$ cat config.mk
export PLATFORM = sky130hd
export DESIGN_NAME = multicycle_control_unit
export DESIGN_NICKNAME = d
export VERILOG_FILES = /design/src/rtl/multicycle_control_unit.sv
export SDC_FILE = /design/constraint.sdc
export NUM_CORES = 1
export LEC_CHECK = 0
export CAP_MARGIN = 20
export CELL_PAD_IN_SITES_DETAIL_PLACEMENT = 1
export CELL_PAD_IN_SITES_GLOBAL_PLACEMENT = 1
export CORE_MARGIN = 2
export CORE_UTILIZATION = 26
export CTS_BUF_LIST = sky130_fd_sc_hd__clkbuf_2 sky130_fd_sc_hd__clkbuf_4 sky130_fd_sc_hd__clkbuf_8
export CTS_CLUSTER_DIAMETER = 200
export CTS_CLUSTER_SIZE = 30
export DETAILED_ROUTE_END_ITERATION = 10
export PLACE_DENSITY_LB_ADDON = 0.05
export SYNTH_ARGS = -nofsm -noshare
export SYNTH_HDL_FRONTEND = slang
export SYNTH_SLANG_ARGS = --single-unit
$ cat constraint.sdc
create_clock -name Clock -period 3.3 [get_ports Clock]
set_clock_uncertainty 0.2 [all_clocks]
set_input_delay 0.66 -clock Clock [delete_from_list [all_inputs] [get_ports Clock]]
set_output_delay 0.66 -clock Clock [all_outputs]
set_load 0.02 [all_outputs]
$ cat src/rtl/multicycle_control_unit.sv
// Multi-cycle control unit: fetch/decode/sequence for the 4+3R-bit ISA.
// Moore-style FSM with variable-latency memory handshakes and HALT/TRAP.
module multicycle_control_unit #(
  parameter int REG_ADDR_W = 4,
  localparam int R = REG_ADDR_W,
  localparam int INSTR_W = 4 + 3 * R,
  localparam int PC_W = 2 * R,
  localparam int DATA_ADDR_W = 2 * R
) (
  input  logic                   Clock,
  input  logic                   Reset_n,
  input  logic [INSTR_W-1:0]     IR,
  input  logic                   I_RDY,
  input  logic                   D_RDY,
  input  logic                   ALU_Z,
  input  logic                   Go,
  output logic                   PC_CLR,
  output logic                   PC_IC,
  output logic                   PC_LD,
  output logic                   PC_ADD,
  output logic [PC_W-1:0]        PC_TGT,
  output logic                   IR_LD,
  output logic [DATA_ADDR_W-1:0] D_ADDR,
  output logic                   D_RD,
  output logic                   D_WR,
  output logic                   RF_S,
  output logic                   RF_W_EN,
  output logic [R-1:0]           RF_A_ADDR,
  output logic [R-1:0]           RF_B_ADDR,
  output logic [R-1:0]           RF_W_ADDR,
  output logic [3:0]             ALU_S,
  output logic                   Halted,
  output logic                   Illegal,
  output logic [4:0]             state
);

  typedef enum logic [4:0] {
    S_INIT     = 5'd0,
    S_FETCH    = 5'd1,
    S_DECODE   = 5'd2,
    S_LOAD_REQ = 5'd3,
    S_LOAD_WB  = 5'd4,
    S_STORE    = 5'd5,
    S_ALU      = 5'd6,
    S_BRANCH   = 5'd7,
    S_JUMP     = 5'd8,
    S_HALT     = 5'd9,
    S_NOOP     = 5'd10,
    S_TRAP     = 5'd11
  } state_e;

  state_e state_q, state_d;

  logic [3:0]      op;
  logic [R-1:0]    f2, f1, f0;
  logic [2*R-1:0]  lo, mid;
  logic            is_alu, is_br, br_take;

  assign op  = IR[INSTR_W-1 -: 4];
  assign f2  = IR[3*R-1 -: R];
  assign f1  = IR[2*R-1 -: R];
  assign f0  = IR[R-1:0];
  assign lo  = IR[2*R-1:0];
  assign mid = IR[3*R-1:R];

  assign is_alu  = op inside {4'h3, 4'h4, [4'h6:4'hA]};
  assign is_br   = op inside {4'hC, 4'hD};
  assign br_take = (op == 4'hC) ? ALU_Z : !ALU_Z;

  // ADD/SUB sit at 3-4, logic/shift ops at 6-A; HALT at 5 splits them
  function automatic logic [3:0] alu_sel(input logic [3:0] o);
    alu_sel = (o < 4'h5) ? o - 4'h2 : o - 4'h3;
  endfunction

  assign state = state_q;

  always_ff @(posedge Clock or negedge Reset_n) begin
    if (!Reset_n) state_q <= S_INIT;
    else          state_q <= state_d;
  end

  always_comb begin
    state_d   = state_q;
    PC_CLR    = 1'b0;
    PC_IC     = 1'b0;
    PC_LD     = 1'b0;
    PC_ADD    = 1'b0;
    PC_TGT    = '0;
    IR_LD     = 1'b0;
    D_ADDR    = '0;
    D_RD      = 1'b0;
    D_WR      = 1'b0;
    RF_S      = 1'b0;
    RF_W_EN   = 1'b0;
    RF_A_ADDR = '0;
    RF_B_ADDR = '0;
    RF_W_ADDR = '0;
    ALU_S     = 4'd0;
    Halted    = 1'b0;
    Illegal   = 1'b0;
    unique case (state_q)
      S_INIT: begin
        PC_CLR  = 1'b1;
        state_d = S_FETCH;
      end
      S_FETCH: begin
        IR_LD = I_RDY;
        if (I_RDY) state_d = S_DECODE;
      end
      S_DECODE: begin
        PC_IC = 1'b1;
        unique case (1'b1)
          op == 4'h0: state_d = S_NOOP;
          op == 4'h1: state_d = S_STORE;
          op == 4'h2: state_d = S_LOAD_REQ;
          op == 4'h5: state_d = S_HALT;
          op == 4'hB: state_d = S_JUMP;
          is_alu:     state_d = S_ALU;
          is_br:      state_d = S_BRANCH;
          default:    state_d = S_TRAP;
        endcase
      end
      S_LOAD_REQ: begin
        D_RD      = 1'b1;
        D_ADDR    = mid;
        RF_S      = 1'b1;
        RF_W_ADDR = f0;
        if (D_RDY) state_d = S_LOAD_WB;
      end
      S_LOAD_WB: begin
        D_ADDR    = mid;
        RF_S      = 1'b1;
        RF_W_ADDR = f0;
        RF_W_EN   = 1'b1;
        state_d   = S_FETCH;
      end
      S_STORE: begin
        D_WR      = 1'b1;
        D_ADDR    = lo;
        RF_A_ADDR = f2;
        if (D_RDY) state_d = S_FETCH;
      end
      S_ALU: begin
        RF_A_ADDR = f2;
        RF_B_ADDR = f1;
        RF_W_ADDR = f0;
        RF_W_EN   = 1'b1;
        ALU_S     = alu_sel(op);
        state_d   = S_FETCH;
      end
      S_BRANCH: begin
        RF_A_ADDR = f2;
        RF_B_ADDR = f1;
        ALU_S     = 4'd2;
        PC_TGT    = {{(PC_W-R){f0[R-1]}}, f0};
        PC_ADD    = br_take;
        state_d   = S_FETCH;
      end
      S_JUMP: begin
        PC_LD   = 1'b1;
        PC_TGT  = lo;
        state_d = S_FETCH;
      end
      S_HALT: begin
        Halted = 1'b1;
        if (Go) state_d = S_FETCH;
      end
      S_NOOP:  state_d = S_FETCH;
      S_TRAP:  Illegal = 1'b1;
      default: state_d = S_INIT;
    endcase
  end

endmodule

**Run 1: signal wires on met1**

The bar under the picture is 20 um long. Supply wires on this layer in grey.
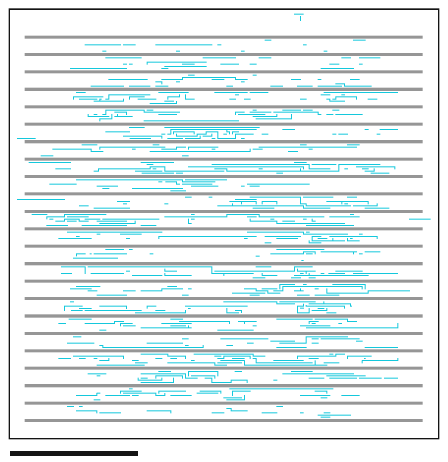
215 nets have wire on it. The layer holds 42% of the routed length. The wires run mostly horizontal. The layer carries 1720 um of wire. The longest straight run is 19.3 um.

**Run 1: signal wires on met2**

Cells faint in the background.
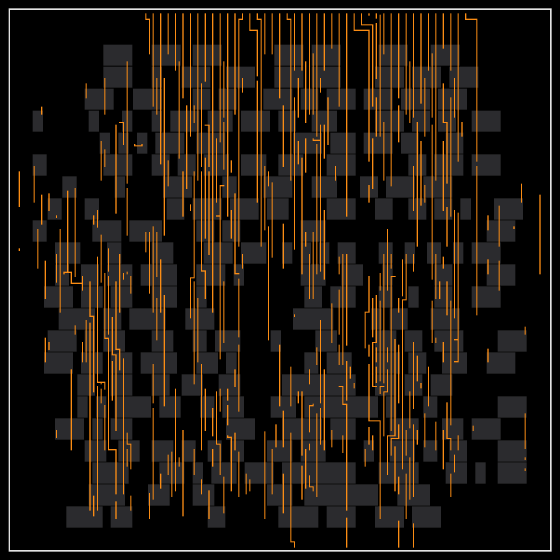
The layer carries 2250 um of wire. The longest straight run is 36.9 um.

==> results.toml, run 1 <==
# synthesis and place-and-route metrics
[outcome]
status = "finished clean"

[detailed_routing]
drc = 0
drtIter0Drc = 68
routed_via_density = 5.09
post_drt_wl_per_cell_um = 15.3
ant_nets = 0

[timing]
setup_tns_ns = 0
setup_violations = 0
finalClockPeriodUsage_pct = 96.1
setup_ws_ns = 0.127
slew_violations = 0

[cts]
clock-sinks = 4
clock.latency.late_pin_ns = 0.22
clkTransAtPathRegs_ns = 0.03
cts-root-buf = "clkbuf_8"
cts_max_level = 1
cts_setup_buffers = 0
cts_buffer_depth = 2

[grt]
overflow = 0
grt_pass1_wl_um = 6520
grt_pass1_vias = 1387
grt_use_total_pct = 18.7

[cells_and_area]
final_layout_size_suffix_gt1_share_pct = 14.5
utilization_pct = 50.2
area_growth_syn_to_layout_pct = 81.9
instances_no_fill = 269
diodes = 0

[yosys]
async_flop_share_pct = 100
edf_count = 0
syn_avg_cell_area_um2 = 7.27
synth_area_um2 = 1020
yosysTopAreaCell = "dfrtp_1"
yosys-top-cells-area = "dfrtp_1, ha_1, and2_1"
ys.warnings.count = 0

[floorplanning]
fp_util_pct = 27.6
die_y_um = 66.8
io_pins = 70

[setup_path]
crit_required_ns = 2.44
worst_setup_path_end_kind = "output port"
cp-start-kind = "input port"
crit_type = "input port to output port"

[pwr]
power_density_nw_per_um2 = 648
power_frac_seq_pct = 11.2
vdd_drop_max_v = 0.000197
p_clk_share_pct = 8.5

[placement]
postPlaceCellArea_um2 = 1840
globalplace.congestion = 0.745
hpwlAfterDp_um = 3470

[flow_run]
maxCapViolCount = 0
tool_warnings = 32
**Run 1: signal wires on met3**

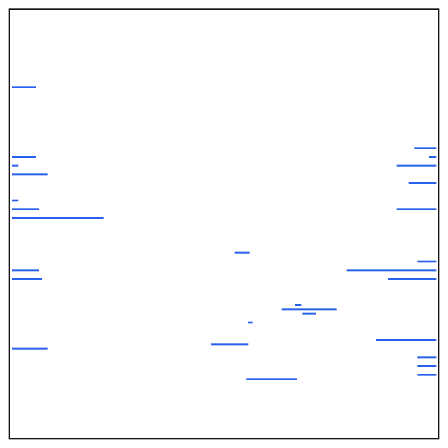
The longest straight run is 14.0 um. The layer carries 132 um of wire. 26 nets have wire on it. The wires run mostly horizontal.
M3 GR Usage: 1.69%
final WL: 4120 um
via count: 1369

## run 1: cell usage in the layout (no fill, tap or decap), drive strengths merged, types with 5 or more instances in the layout
master | netlist | routed
clkdlybuf4s50 | 0 | 63
nand2 | 14 | 14
nor2 | 10 | 10
ha | 8 | 8
a21oi | 7 | 7
and3 | 5 | 5
nand2b | 9 | 9
and2 | 12 | 12
nor3 | 5 | 5
a22o | 8 | 8
buf | 8 | 20
inv | 6 | 6
## run 1: what timing repair did
action                                 4_1_cts  5_1_grt
gates resized                               11        4
setup endpoints to repair                    5        2
endpoints found under the hold margin        0        0
## run 1: final timing paths
| kind | end | slack, ns | from | depth (start not counted) |
|---|---|---|---|---|
| min in group Clock | state[3]$_DFFE_PN0P_ | 0.70 | state[2]$_DFFE_PN0P_ | 2 |
| hold reg to reg | state[3]$_DFFE_PN0P_ | 0.70 | state[2]$_DFFE_PN0P_ | 2 |
| setup / recovery | ALU_S[2] | 0.13 | IR[12] | 8 |
| setup reg to reg | state[3]$_DFFE_PN0P_ | 1.41 | state[1]$_DFFE_PN0P_ | 4 |
| hold / removal | state[3]$_DFFE_PN0P_ | 0.44 | Reset_n | 1 |
| max in group asynchronous | state[1]$_DFFE_PN0P_ | 2.30 | Reset_n | 1 |
## run 1: power groups by stage
stage               Sequential (mW)  Combinational [mW]  Clock, mW
CTS                           0.134               0.976      0.103
finish                        0.135               0.970      0.103
floorplan                     0.120               0.564          0
detailed placement            0.134               0.975          0
global route                  0.140                1.04      0.110
global placement              0.134               0.957          0
## run 1: layout make-up
class / instances / area [um^2]
fillers: 462 / 1850
repair buffers: 86 / 798
well taps: 48 / 60.1
multi-input cells: 122 / 842
flip-flops and latches: 4 / 100
inverters: 6 / 22.5
clock buffers: 3 / 41.3
## run 1: logic make-up (layout without fill, tap and decap cells)
| logic type | Yosys count | in the layout | synth area share (%) |
|---|---|---|---|
| simple gates | 74 | 74 | 41.8 |
| flops | 4 | 4 | 9.77 |
| buf+inv | 15 | 95 | 8.06 |
| mux | 3 | 3 | 3.05 |
| other cells | 1 | 1 | 0.366 |
| fa+ha+maj | 8 | 8 | 9.77 |
| xor+xnor | 4 | 4 | 3.42 |
| compound gates | 32 | 32 | 23.8 |
## run 1: layer usage
layer	global-route usage (%)	wire length [um]	vias to the layer above	share of wire, %
li1	-	-	667	-
met1	22.0	1720	666	42
met2	35.5	2250	32	54
met3	1.69	131	4	3.2
met4	5.61	22	0	0.53
met5	0	0	-	0
## run 1: critical path, stage by stage
cell	delay, ns
clkdlybuf4s50_1	0.48
inv_1	0.07
ha_1	0.18
nand2b_1	0.14
and2b_1	0.20
mux2_2	0.28
nor3_1	0.12
buf_2	0.19
==> run 2, diff against run 1 <==
--- a/config.mk
+++ b/config.mk
@@ -8,7 +8,6 @@
 export CAP_MARGIN = 20
 export CELL_PAD_IN_SITES_DETAIL_PLACEMENT = 1
 export CELL_PAD_IN_SITES_GLOBAL_PLACEMENT = 1
-export CORE_MARGIN = 2
 export CORE_UTILIZATION = 26
 export CTS_BUF_LIST = sky130_fd_sc_hd__clkbuf_2 sky130_fd_sc_hd__clkbuf_4 sky130_fd_sc_hd__clkbuf_8
 export CTS_CLUSTER_DIAMETER = 200
==> run 2 against run 1 <==
Effect of this change:
- power grew 0.11%
- synthesized cell count is the same
- die size shrank 5.9%
- global-route usage grew 0.93 points
- critical path type unchanged
- critical endpoint unchanged
- largest power group unchanged
==> results.toml, run 2 <==
# synthesis and place-and-route metrics
[timing]
finalClockPeriodUsage_pct = 95.0
setup_tns_ns = 0
slew_violations = 0
setup_ws_ns = 0.167
setup_violations = 0

[setup_path]
worst_setup_path_end_kind = "output port"
crit_type = "input port to output port"
cp-start-kind = "input port"
cpPeakStageDelay_ns = 0.58
critPathBufInv = 3
crit_required_ns = 2.44

[grt]
grt_use_total_pct = 19.7
grt_pass1_vias = 1356
busiest_layer = "met2"
overflow = 0
grt_pass1_wl_um = 6490
use_met1_pct = 22.2

[yosys]
async_flop_share_pct = 100
yosys-top-cells-area = "dfrtp_1, ha_1, and2_1"
syn_avg_cell_area_um2 = 7.27
synth_area_um2 = 1020
yosysTopAreaCell = "dfrtp_1"
ys.warnings.count = 0

[detailed_routing]
routed_via_density = 5.02
drc = 0
drt-total-wl_um = 4060
ant_nets = 0
vias = 1346

[cts]
cts_buffer_depth = 2
cts-root-buf = "clkbuf_8"
cts_setup_buffers = 0
clock.latency.late_pin_ns = 0.22
cts_max_level = 1
clock-sinks = 4

[cells_and_area]
diodes = 0
final_layout_size_suffix_gt1_share_pct = 15.5
area_growth_syn_to_layout_pct = 83.3
utilization_pct = 50.5
instances_no_fill = 268
final_common_cell = "clkdlybuf4s50_1"

[pwr]
power_density_nw_per_um2 = 644
power_frac_seq_pct = 11.3
p_clk_share_pct = 8.5

[floorplanning]
io_pins = 70
die_y_um = 64.8

[placement]
globalplace.congestion = 0.728
hpwlAfterDp_um = 3380
postPlaceCellArea_um2 = 1830

[flow_run]
maxCapViolCount = 0

[outcome]
status = "finished clean"
-- run 2: cell families after synthesis --
| kind of cell | Yosys count | share of synthesized area [%] |
|---|---|---|
| xor+xnor | 4 | 3.42 |
| buf+inv | 15 | 8.06 |
| mux | 3 | 3.05 |
| compound gates | 32 | 23.8 |
| other cells | 1 | 0.366 |
| fa+ha+maj | 8 | 9.77 |
| simple gates | 74 | 41.8 |
| flops | 4 | 9.77 |
-- run 2: repair_timing --
item	CTS	global route
setup endpoints to repair	5	3
gates cloned	0	0
resized	9	12
pin swaps	0	1
hold buffers	0	0
-- run 2: final cells by class --
| cell class | count | area [um^2] |
|---|---|---|
| tap | 48 | 60.1 |
| clock buffer | 3 | 41.3 |
| timing repair buffer | 85 | 798 |
| sequential | 4 | 100 |
| fill | 483 | 1840 |
| multi-input combinational | 122 | 856 |
| inverter | 6 | 22.5 |
-- run 2: worst reg2reg max path: cells and delay by family (launching register included) --
kind	cells	cell delay, ns
DFF	1	0.53
buffers and inverters	2	0.39
and+or+nand+nor	1	0.38
AOI/OAI and AO/OA	2	0.26
-- run 2: stage by stage --
stage                     total power [mW]  hold WS (ns)
final                                 1.21         0.442
after global routing                  1.29         0.460
after CTS                             1.21         0.447
after detailed placement              1.11         0.518
after global placement                1.08         0.508
after floorplan                      0.685         0.164
-- run 2: power groups by stage --
stage / clock network, mW / logic (mW) / registers (mW)
2_1_floorplan: 0 / 0.564 / 0.120
3_3_place_gp: 0 / 0.949 / 0.135
3_5_place_dp: 0 / 0.973 / 0.136
4_1_cts: 0.104 / 0.974 / 0.137
5_1_grt: 0.107 / 1.04 / 0.144
6_report: 0.103 / 0.970 / 0.137
-- run 2: metal layers --
metal / wire length, um / up-vias
met2: 2230 / 33
met4: 14 / 0
met1: 1660 / 643
met5: 0 / -
met3: 153 / 2
li1: - / 668
-- run 2: final timing paths --
check,startpoint,slack (ns),cells past startpoint,endpoint
setup / recovery,IR[14],0.17,6,ALU_S[2]
hold / removal,Reset_n,0.44,1,state[2]$_DFFE_PN0P_
setup reg to reg,state[0]$_DFFE_PN0P_,1.43,5,state[0]$_DFFE_PN0P_
hold reg to reg,state[2]$_DFFE_PN0P_,0.54,1,state[3]$_DFFE_PN0P_
max in group asynchronous,Reset_n,2.30,1,state[0]$_DFFE_PN0P_
min in group Clock,state[2]$_DFFE_PN0P_,0.54,1,state[3]$_DFFE_PN0P_
**Run 2: routing congestion**

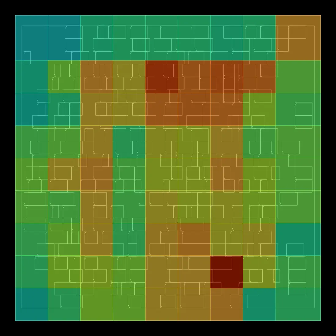
M3 GR Usage: 2.64%
met2 Use GR: 37.6%

==> run 3, diff against run 2 <==
--- a/config.mk
+++ b/config.mk
@@ -8,8 +8,9 @@
 export CAP_MARGIN = 20
 export CELL_PAD_IN_SITES_DETAIL_PLACEMENT = 1
 export CELL_PAD_IN_SITES_GLOBAL_PLACEMENT = 1
+export CORE_ASPECT_RATIO = 1.25
 export CORE_UTILIZATION = 26
-export CTS_BUF_LIST = sky130_fd_sc_hd__clkbuf_2 sky130_fd_sc_hd__clkbuf_4 sky130_fd_sc_hd__clkbuf_8
+export CTS_BUF_LIST = sky130_fd_sc_hd__clkbuf_8
 export CTS_CLUSTER_DIAMETER = 200
 export CTS_CLUSTER_SIZE = 30
 export DETAILED_ROUTE_END_ITERATION = 10
==> run 3 against run 2 <==
Effect of this change:
- synthesized cell count stayed put
- clock-buffer cell count stayed put
- register-to-register slack better by 0.05 ns
- routed wire length is 2.2% higher
- power is 0.15% higher
- largest power group unchanged
==> results.toml, run 3 <==
# synthesis and place-and-route metrics
[placement]
globalplace.congestion = 0.759
hpwlAfterDp_um = 3540
postPlaceCellArea_um2 = 1830
portBuffers = 68

[yosys]
synth_area_um2 = 1020
ys.warnings.count = 0
synth_flops = 4
yosysTopAreaCell = "dfrtp_1"
synthFlopType = "dfrtp_1"
yosys-top-cells-area = "dfrtp_1, ha_1, and2_1"
syn_avg_cell_area_um2 = 7.27
synth_top_cell_by_count = "nand2_1"
edf_count = 0
yosys_area_um2 = 1020
yosys_cells = 141
yosysSeqAreaShare_pct = 9.77
async_flop_share_pct = 100
synthTopCellsByCount = "nand2_1, and2_1, nor2_1"

[detailed_routing]
drc = 0
vias = 1358
ant_nets = 0
drtPass1Iterations = 4
drt-total-wl_um = 4150
routed_via_density = 4.97

[cts]
clkTransAtPathRegs_ns = 0.03
cts_buffer_depth = 2
cts_max_level = 1
cts-root-buf = "clkbuf_8"
clock.latency.late_pin_ns = 0.22
clock-sinks = 4
cts-buffers-inserted = 3
cts_tree = "done"

[grt]
grt_antenna_before_repair = 0
overflow = 0
grt_use_total_pct = 19.9
grt_pass1_wl_um = 6640
grt_pass1_vias = 1389

[floorplanning]
die_w_um = 58.2
fp_util_pct = 27.1
io_pins = 70
rows = 25
die_area_um2 = 4200
die_y_um = 72.2

[timing]
finalClockPeriodUsage_pct = 96.8
fmax_mhz = 313
slew_violations = 0
rsz0062_at_grt = "no"
fin_crit_ns = 3.20
setup_violations = 0

[pwr]
vdd_drop_max_v = 0.000297
p_total_mw = 1.21
p_leak_nw = 0.807
power_density_nw_per_um2 = 651

[setup_path]
cp-start-kind = "input port"
crit_type = "input port to output port"
crit_required_ns = 2.44
worst_setup_path_end_kind = "output port"
cp_max_fo = 6

[outcome]
status = "finished clean"

[cells_and_area]
diodes = 0
nets = 251
largest_reg_flops = 4
final_layout_size_suffix_gt1_share_pct = 13.7
fin_area_um2 = 1860
n_fill_cell = 478
utilization_pct = 49.2
final_common_cell = "clkdlybuf4s50_1"
area_growth_syn_to_layout_pct = 81.7

[flow_run]
maxCapViolCount = 0
-- run 3: cell type report --
class,count,area [um^2],share of cell area [%]
multi-input cells,122,842,45.2
repair buffers,84,788,42.3
flip-flops and latches,4,100,5.38
well taps,54,67.6,3.63
clock buffers,3,41.3,2.22
inverters,6,22.5,1.21
-- run 3: final timing paths --
kind | startpoint | endpoint | slack (ns) | depth (start not counted)
min in group Clock | state[2]$_DFFE_PN0P_ | state[3]$_DFFE_PN0P_ | 0.61 | 1
max in group asynchronous | Reset_n | state[1]$_DFFE_PN0P_ | 2.29 | 1
max reg2reg | state[1]$_DFFE_PN0P_ | state[3]$_DFFE_PN0P_ | 1.48 | 4
min reg2reg | state[2]$_DFFE_PN0P_ | state[3]$_DFFE_PN0P_ | 0.61 | 1
max | IR[13] | ALU_S[3] | 0.10 | 7
min | Reset_n | state[0]$_DFFE_PN0P_ | 0.44 | 1
-- run 3: critical path, stage by stage --
cell and delay (ns):
clkdlybuf4s50_1 0.47, buf_4 0.14, ha_1 0.17, nand2_1 0.05, and3_1 0.17, nor4_1 0.29
dlygate4sd2_1 0.38
-- run 3: layer usage --
metal	vias to the layer above	part of all wire, %	wire [um]	global-route usage (%)
li1	667	-	-	-
met3	4	4.3	177	2.32
met5	-	0	0	0
met1	640	39	1630	21.7
met4	0	0.67	28	2.12
met2	47	56	2310	41.0
-- run 3: where the power goes --
part | switching, mW | internal, mW | leakage, nW | total, mW
Sequential | 0.0607 | 0.0703 | 0.0507 | 0.131
Combinational | 0.509 | 0.465 | 0.734 | 0.974
Clock | 0.0281 | 0.0780 | 0.0216 | 0.106
Total | 0.598 | 0.613 | 0.807 | 1.21
-- run 3: per-stage QoR --
stage          setup WS (ns)  TNS [ns]  instances  hold slack (ns)
5_1_grt              0.00408         0        273            0.463
4_1_cts              0.00754         0        273            0.444
2_1_floorplan          0.434         0        141            0.164
3_5_place_dp          -0.344     -1.22        270            0.588
3_3_place_gp          -0.277    -0.911        270            0.549
6_report               0.105         0        273            0.440
-- run 3: repair_timing --
action	CTS	global route
setup endpoints to repair	5	3
gates cloned	0	0
gates resized	13	5
buffers inserted	0	0
pin swaps	0	1
hold buffers	0	0
-- run 3: cells by family after synthesis --
group | after synthesis | share of synthesized area [%]
multiplexers | 3 | 3.05
AND-OR/OR-AND | 32 | 23.8
adder cells (fa/ha/maj) | 8 | 9.77
flip-flops | 4 | 9.77
buffers and inverters | 15 | 8.06
XOR/XNOR | 4 | 3.42
other | 1 | 0.366
AND/OR/NAND/NOR | 74 | 41.8
**Run 3: wire density map**

The die is cut into 12 by 14 equal tiles; dark blue is low, red is high, scaled to the fullest tile. Values are wire area over tile area, all layers added.
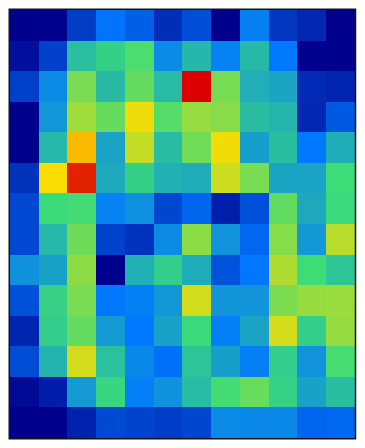
The mean over all tiles is 0.15. The emptiest ninth of the die: north-east. 24% of the tiles are over half the peak. The fullest tile reaches 0.43. 6.5% of the tiles are nearly empty.

Power is estimated from default activity; no workload was simulated.
